Metal 1:
Scale bar: 50 µm. Cells faint in the background.
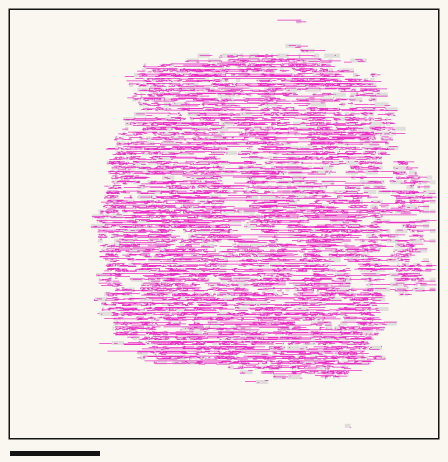
Met2 routing:
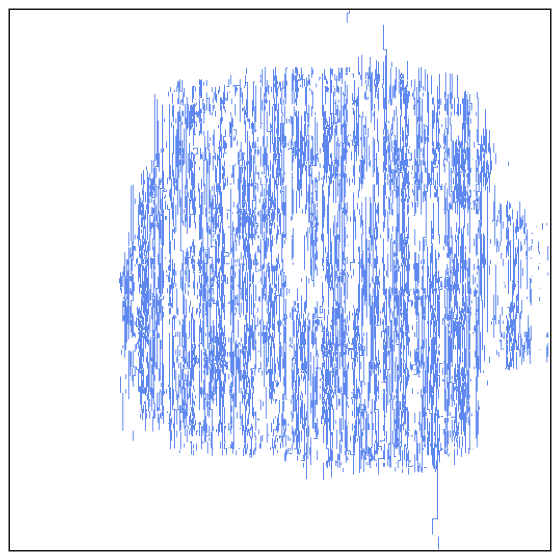
The metal 3 layer:
Scale bar: 50 µm.
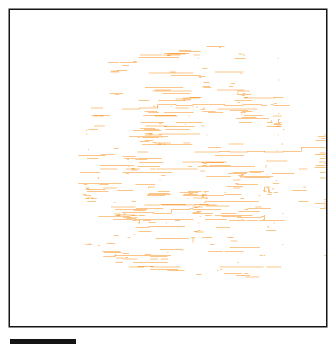
<file path="config.mk">
export PLATFORM = sky130hd
export DESIGN_NAME = prod_unit_n
export DESIGN_NICKNAME = d
export VERILOG_FILES = /design/src/rtl/prod_unit_n.sv
export SDC_FILE = /design/constraint.sdc
export NUM_CORES = 1
export LEC_CHECK = 0
export CORE_MARGIN = 1
export CORE_UTILIZATION = 25
export CTS_BUF_LIST = sky130_fd_sc_hd__clkbuf_16
export DETAILED_ROUTE_END_ITERATION = 6
export SLEW_MARGIN = 20
export SYNTH_ARGS = -nofsm -noshare
export SYNTH_HDL_FRONTEND = slang
export SYNTH_SLANG_ARGS = --single-unit
</file>
<file path="constraint.sdc">
create_clock -name CLOCK -period 3.46 [get_ports CLOCK]
set_clock_uncertainty 0.15 [all_clocks]
set_input_delay 0.692 -clock CLOCK [delete_from_list [all_inputs] [get_ports CLOCK]]
set_output_delay 0.692 -clock CLOCK [all_outputs]
set_load 0.02 [all_outputs]
</file>
<file path="src/rtl/prod_unit_n.sv">
// Serial product unit: ID, MQ and PN recirculating lines driven by a command FSM
// locked to line revolutions (load, read, clear and shift-and-add multiply).
module prod_unit_n #(
   parameter  int WORD_BITS  = 29,
   parameter  int PREC_WORDS = 2,
   localparam int LINE_BITS  = WORD_BITS * PREC_WORDS,
   localparam int CNT_W      = $clog2(LINE_BITS + 1)
) (
   input  logic             CLOCK,
   input  logic             rst,
   input  logic             cmd_valid,
   output logic             cmd_ready,
   input  logic [2:0]       cmd_op,
   input  logic [1:0]       cmd_sel,
   input  logic [CNT_W-1:0] cmd_cnt,
   input  logic             abort,
   input  logic             lb_in,
   output logic             eb_out,
   output logic             eb_valid,
   output logic             line_start,
   output logic             busy,
   output logic             done,
   output logic             ovf
);

   localparam logic [2:0] OP_LOAD  = 3'b000;
   localparam logic [2:0] OP_READ  = 3'b001;
   localparam logic [2:0] OP_CLEAR = 3'b010;
   localparam logic [2:0] OP_MUL   = 3'b011;

   localparam logic [1:0] SEL_ID  = 2'd0;
   localparam logic [1:0] SEL_MQ  = 2'd1;
   localparam logic [1:0] SEL_PN  = 2'd2;
   localparam logic [1:0] SEL_ALL = 2'd3;

   localparam logic [CNT_W-1:0] TB_LAST  = CNT_W'(LINE_BITS - 1);
   localparam logic [CNT_W-1:0] MAX_STEP = CNT_W'(LINE_BITS);

   typedef enum logic [1:0] {IDLE, WAIT, EXEC, FIN} state_t;

   state_t               state_q, state_d;
   logic [CNT_W-1:0]     tb_q;
   logic [CNT_W-1:0]     rem_q;
   logic [2:0]           op_q;
   logic [1:0]           sel_q;
   logic                 abort_q;
   logic [LINE_BITS-1:0] id_q, mq_q, pn_q;
   logic                 ovf_q;

   logic                 accept, exec, rev_end, last_rev, mul_step, clr_ovf;
   logic                 wr_id, wr_mq, wr_pn, wr_bit;
   logic [LINE_BITS:0]   sum;

   assign cmd_ready  = (state_q == IDLE) || (state_q == FIN);
   assign accept     = cmd_valid && cmd_ready;
   assign exec       = (state_q == EXEC);
   assign rev_end    = (tb_q == TB_LAST);
   assign line_start = (tb_q == '0);
   assign busy       = (state_q == WAIT) || exec;
   assign done       = (state_q == FIN);
   assign ovf        = ovf_q;

   // A MUL with no steps left (n=0) still spends its one revolution, just without changes.
   assign mul_step = exec && rev_end && (op_q == OP_MUL) && (rem_q != '0);
   assign last_rev = (op_q != OP_MUL) || (rem_q <= CNT_W'(1)) || abort_q || abort;
   assign clr_ovf  = exec && rev_end && (op_q == OP_CLEAR) &&
                     ((sel_q == SEL_PN) || (sel_q == SEL_ALL));
   assign sum      = {1'b0, pn_q} + {1'b0, id_q};

   // NOTE: every signal written here gets a default first, so no path can infer a latch.
   always_comb begin
      wr_id  = 1'b0;
      wr_mq  = 1'b0;
      wr_pn  = 1'b0;
      wr_bit = (op_q == OP_LOAD) ? lb_in : 1'b0;
      if (exec && (op_q == OP_LOAD)) begin
         wr_id = (sel_q == SEL_ID);
         wr_mq = (sel_q == SEL_MQ);
         wr_pn = (sel_q == SEL_PN);
      end else if (exec && (op_q == OP_CLEAR)) begin
         wr_id = (sel_q == SEL_ID) || (sel_q == SEL_ALL);
         wr_mq = (sel_q == SEL_MQ) || (sel_q == SEL_ALL);
         wr_pn = (sel_q == SEL_PN) || (sel_q == SEL_ALL);
      end
   end

   always_comb begin
      state_d = state_q;
      case (state_q)
         // Accepting on the last bit time leaves nothing to wait for.
         IDLE:    if (accept) state_d = rev_end ? EXEC : WAIT;
         WAIT:    if (rev_end) state_d = EXEC;
         EXEC:    if (rev_end && last_rev) state_d = FIN;
         FIN:     state_d = accept ? WAIT : IDLE;
         default: state_d = IDLE;
      endcase
   end

   always_comb begin
      eb_out   = 1'b0;
      eb_valid = 1'b0;
      if (exec && (op_q == OP_READ)) begin
         case (sel_q)
            SEL_ID:  begin eb_valid = 1'b1; eb_out = id_q[tb_q]; end
            SEL_MQ:  begin eb_valid = 1'b1; eb_out = mq_q[tb_q]; end
            SEL_PN:  begin eb_valid = 1'b1; eb_out = pn_q[tb_q]; end
            default: ;
         endcase
      end
   end

   // NOTE: clocked state uses non-blocking assignments so every register sees pre-edge values.
   always_ff @(posedge CLOCK) begin
      if (rst) begin
         state_q <= IDLE;
         tb_q    <= '0;
         rem_q   <= '0;
         op_q    <= OP_LOAD;
         sel_q   <= SEL_ID;
         abort_q <= 1'b0;
         id_q    <= '0;
         mq_q    <= '0;
         pn_q    <= '0;
         ovf_q   <= 1'b0;
      end else begin
         state_q <= state_d;
         tb_q    <= rev_end ? '0 : tb_q + 1'b1;
         if (accept) begin
            op_q    <= cmd_op;
            sel_q   <= cmd_sel;
            abort_q <= 1'b0;
            rem_q   <= (cmd_cnt > MAX_STEP) ? MAX_STEP : cmd_cnt;
         end
         if (exec && (op_q == OP_MUL) && abort) abort_q <= 1'b1;
         if (wr_id) id_q[tb_q] <= wr_bit;
         if (wr_mq) mq_q[tb_q] <= wr_bit;
         if (wr_pn) pn_q[tb_q] <= wr_bit;
         if (clr_ovf) ovf_q <= 1'b0;
         // The whole step lands on the revolution boundary, which keeps it atomic under abort.
         if (mul_step) begin
            rem_q <= rem_q - 1'b1;
            id_q  <= id_q << 1;
            mq_q  <= mq_q >> 1;
            if (mq_q[0]) begin
               pn_q  <= sum[LINE_BITS-1:0];
               ovf_q <= ovf_q | sum[LINE_BITS];
            end
         end
      end
   end

endmodule

</file>
==> results.sh <==
# implementation run metrics
export IMPL_status="finished with violations"
export IMPL_violations="negative setup slack"
export IMPL_crit_family="simple AND/OR/NAND/NOR gates"
export IMPL_max_slew_worst_pin_slew_ps=1089
export IMPL_max_freq_ghz=0.2768
export IMPL_regArea_um2=3918
export IMPL_cap_violations=0
export IMPL_setup_viol=1
export IMPL_hold_path_end="rem_q[5]$_SDFFE_PP0P_"
export IMPL_fp_util_pct=25.39
export IMPL_pg_comb_w=0.00105
export IMPL_endpoint="eb_out"
export IMPL_final_critical_path_setup_slack_ps=-152.2
export IMPL_cp_slowest_cell="dfxtp_4"
export IMPL_p_leak_nw=6.122
export IMPL_grt_overflow_total=0
export IMPL_grt_pass1_vias=14810
export IMPL_p_clk_w=0.00205
export IMPL_crit_path_end_kind="primary output"
export IMPL_dr_wl_met3_um=3718
export IMPL_topCombFamilyByArea="AND-OR/OR-AND gates"
export IMPL_cts_tree="done"
export IMPL_core_um2=55310
export IMPL_pre_cts_ws_ps=-575.8
export IMPL_row_count=86
export IMPL_synth_xor_area_share_pct=3.181
export IMPL_slew_viol_final=0
export IMPL_syn_nets=1946
export IMPL_nonClkBufAreaFrac_pct=11.58
export IMPL_fin_util_pct=31.51
export IMPL_post_route_period_util_pct=104.4
export IMPL_maxUsedRoutingLayer="met4"
export IMPL_cts_hold_buf=0
export IMPL_warnings=38
export IMPL_area_growth_pct=24.10
export IMPL_fa_ha_area_share_pct=6.557
export IMPL_comb_area_um2=9878
export IMPL_yosysCellCount=1857
export IMPL_powerDensity_nw_per_um2=311.4
export IMPL_routed_via_density=5.844
export IMPL_diodes=0
export IMPL_grt_use_total_pct=19.06
export IMPL_place_area_um2=16280
export IMPL_p_int_w=0.003646
export IMPL_synthArstFlopShare_pct=0
export IMPL_path_common_cell="buf_6"
export IMPL_nFillCells=5854
export IMPL_compound_area_share_pct=38.77
export IMPL_comb_power_share_pct=19.3
export IMPL_regToRegSetupSlack_ps=40
export IMPL_grt_antenna_before_repair=0
export IMPL_path_class="flip-flop to primary output"
export IMPL_drc=0
export IMPL_final_hold_viol_count=0
export IMPL_largestRegisters="id_q x58, mq_q x58, pn_q x58"
export IMPL_max_stage_delay_ps=390
export IMPL_irDropWorstVdd_mv=0.3199
export IMPL_postSynthAreaPerCell_um2=7.562
export IMPL_total_power_w=0.005427
export IMPL_netlist_area_um2=14040
export IMPL_grt_first_pass_wirelength_um=87040
About 'metal 1':
The layer carries 25.0 mm of wire. The longest straight run is 88.3 µm. The wires run mostly horizontal. The layer holds 45% of the routed length. 1905 nets have wire on it.
GRT met1 Usage: 26.27%
final wirelength: 55570 µm

About 'met2 routing':
The layer carries 25.3 mm of wire. The longest straight run is 64.6 µm.
overall via count from detail_route: 15750
M2 GR Usage: 30.68%

About 'the metal 3 layer':
246 nets have wire on it. The layer carries 3720 µm of wire.
met3 Use GR: 2.379%

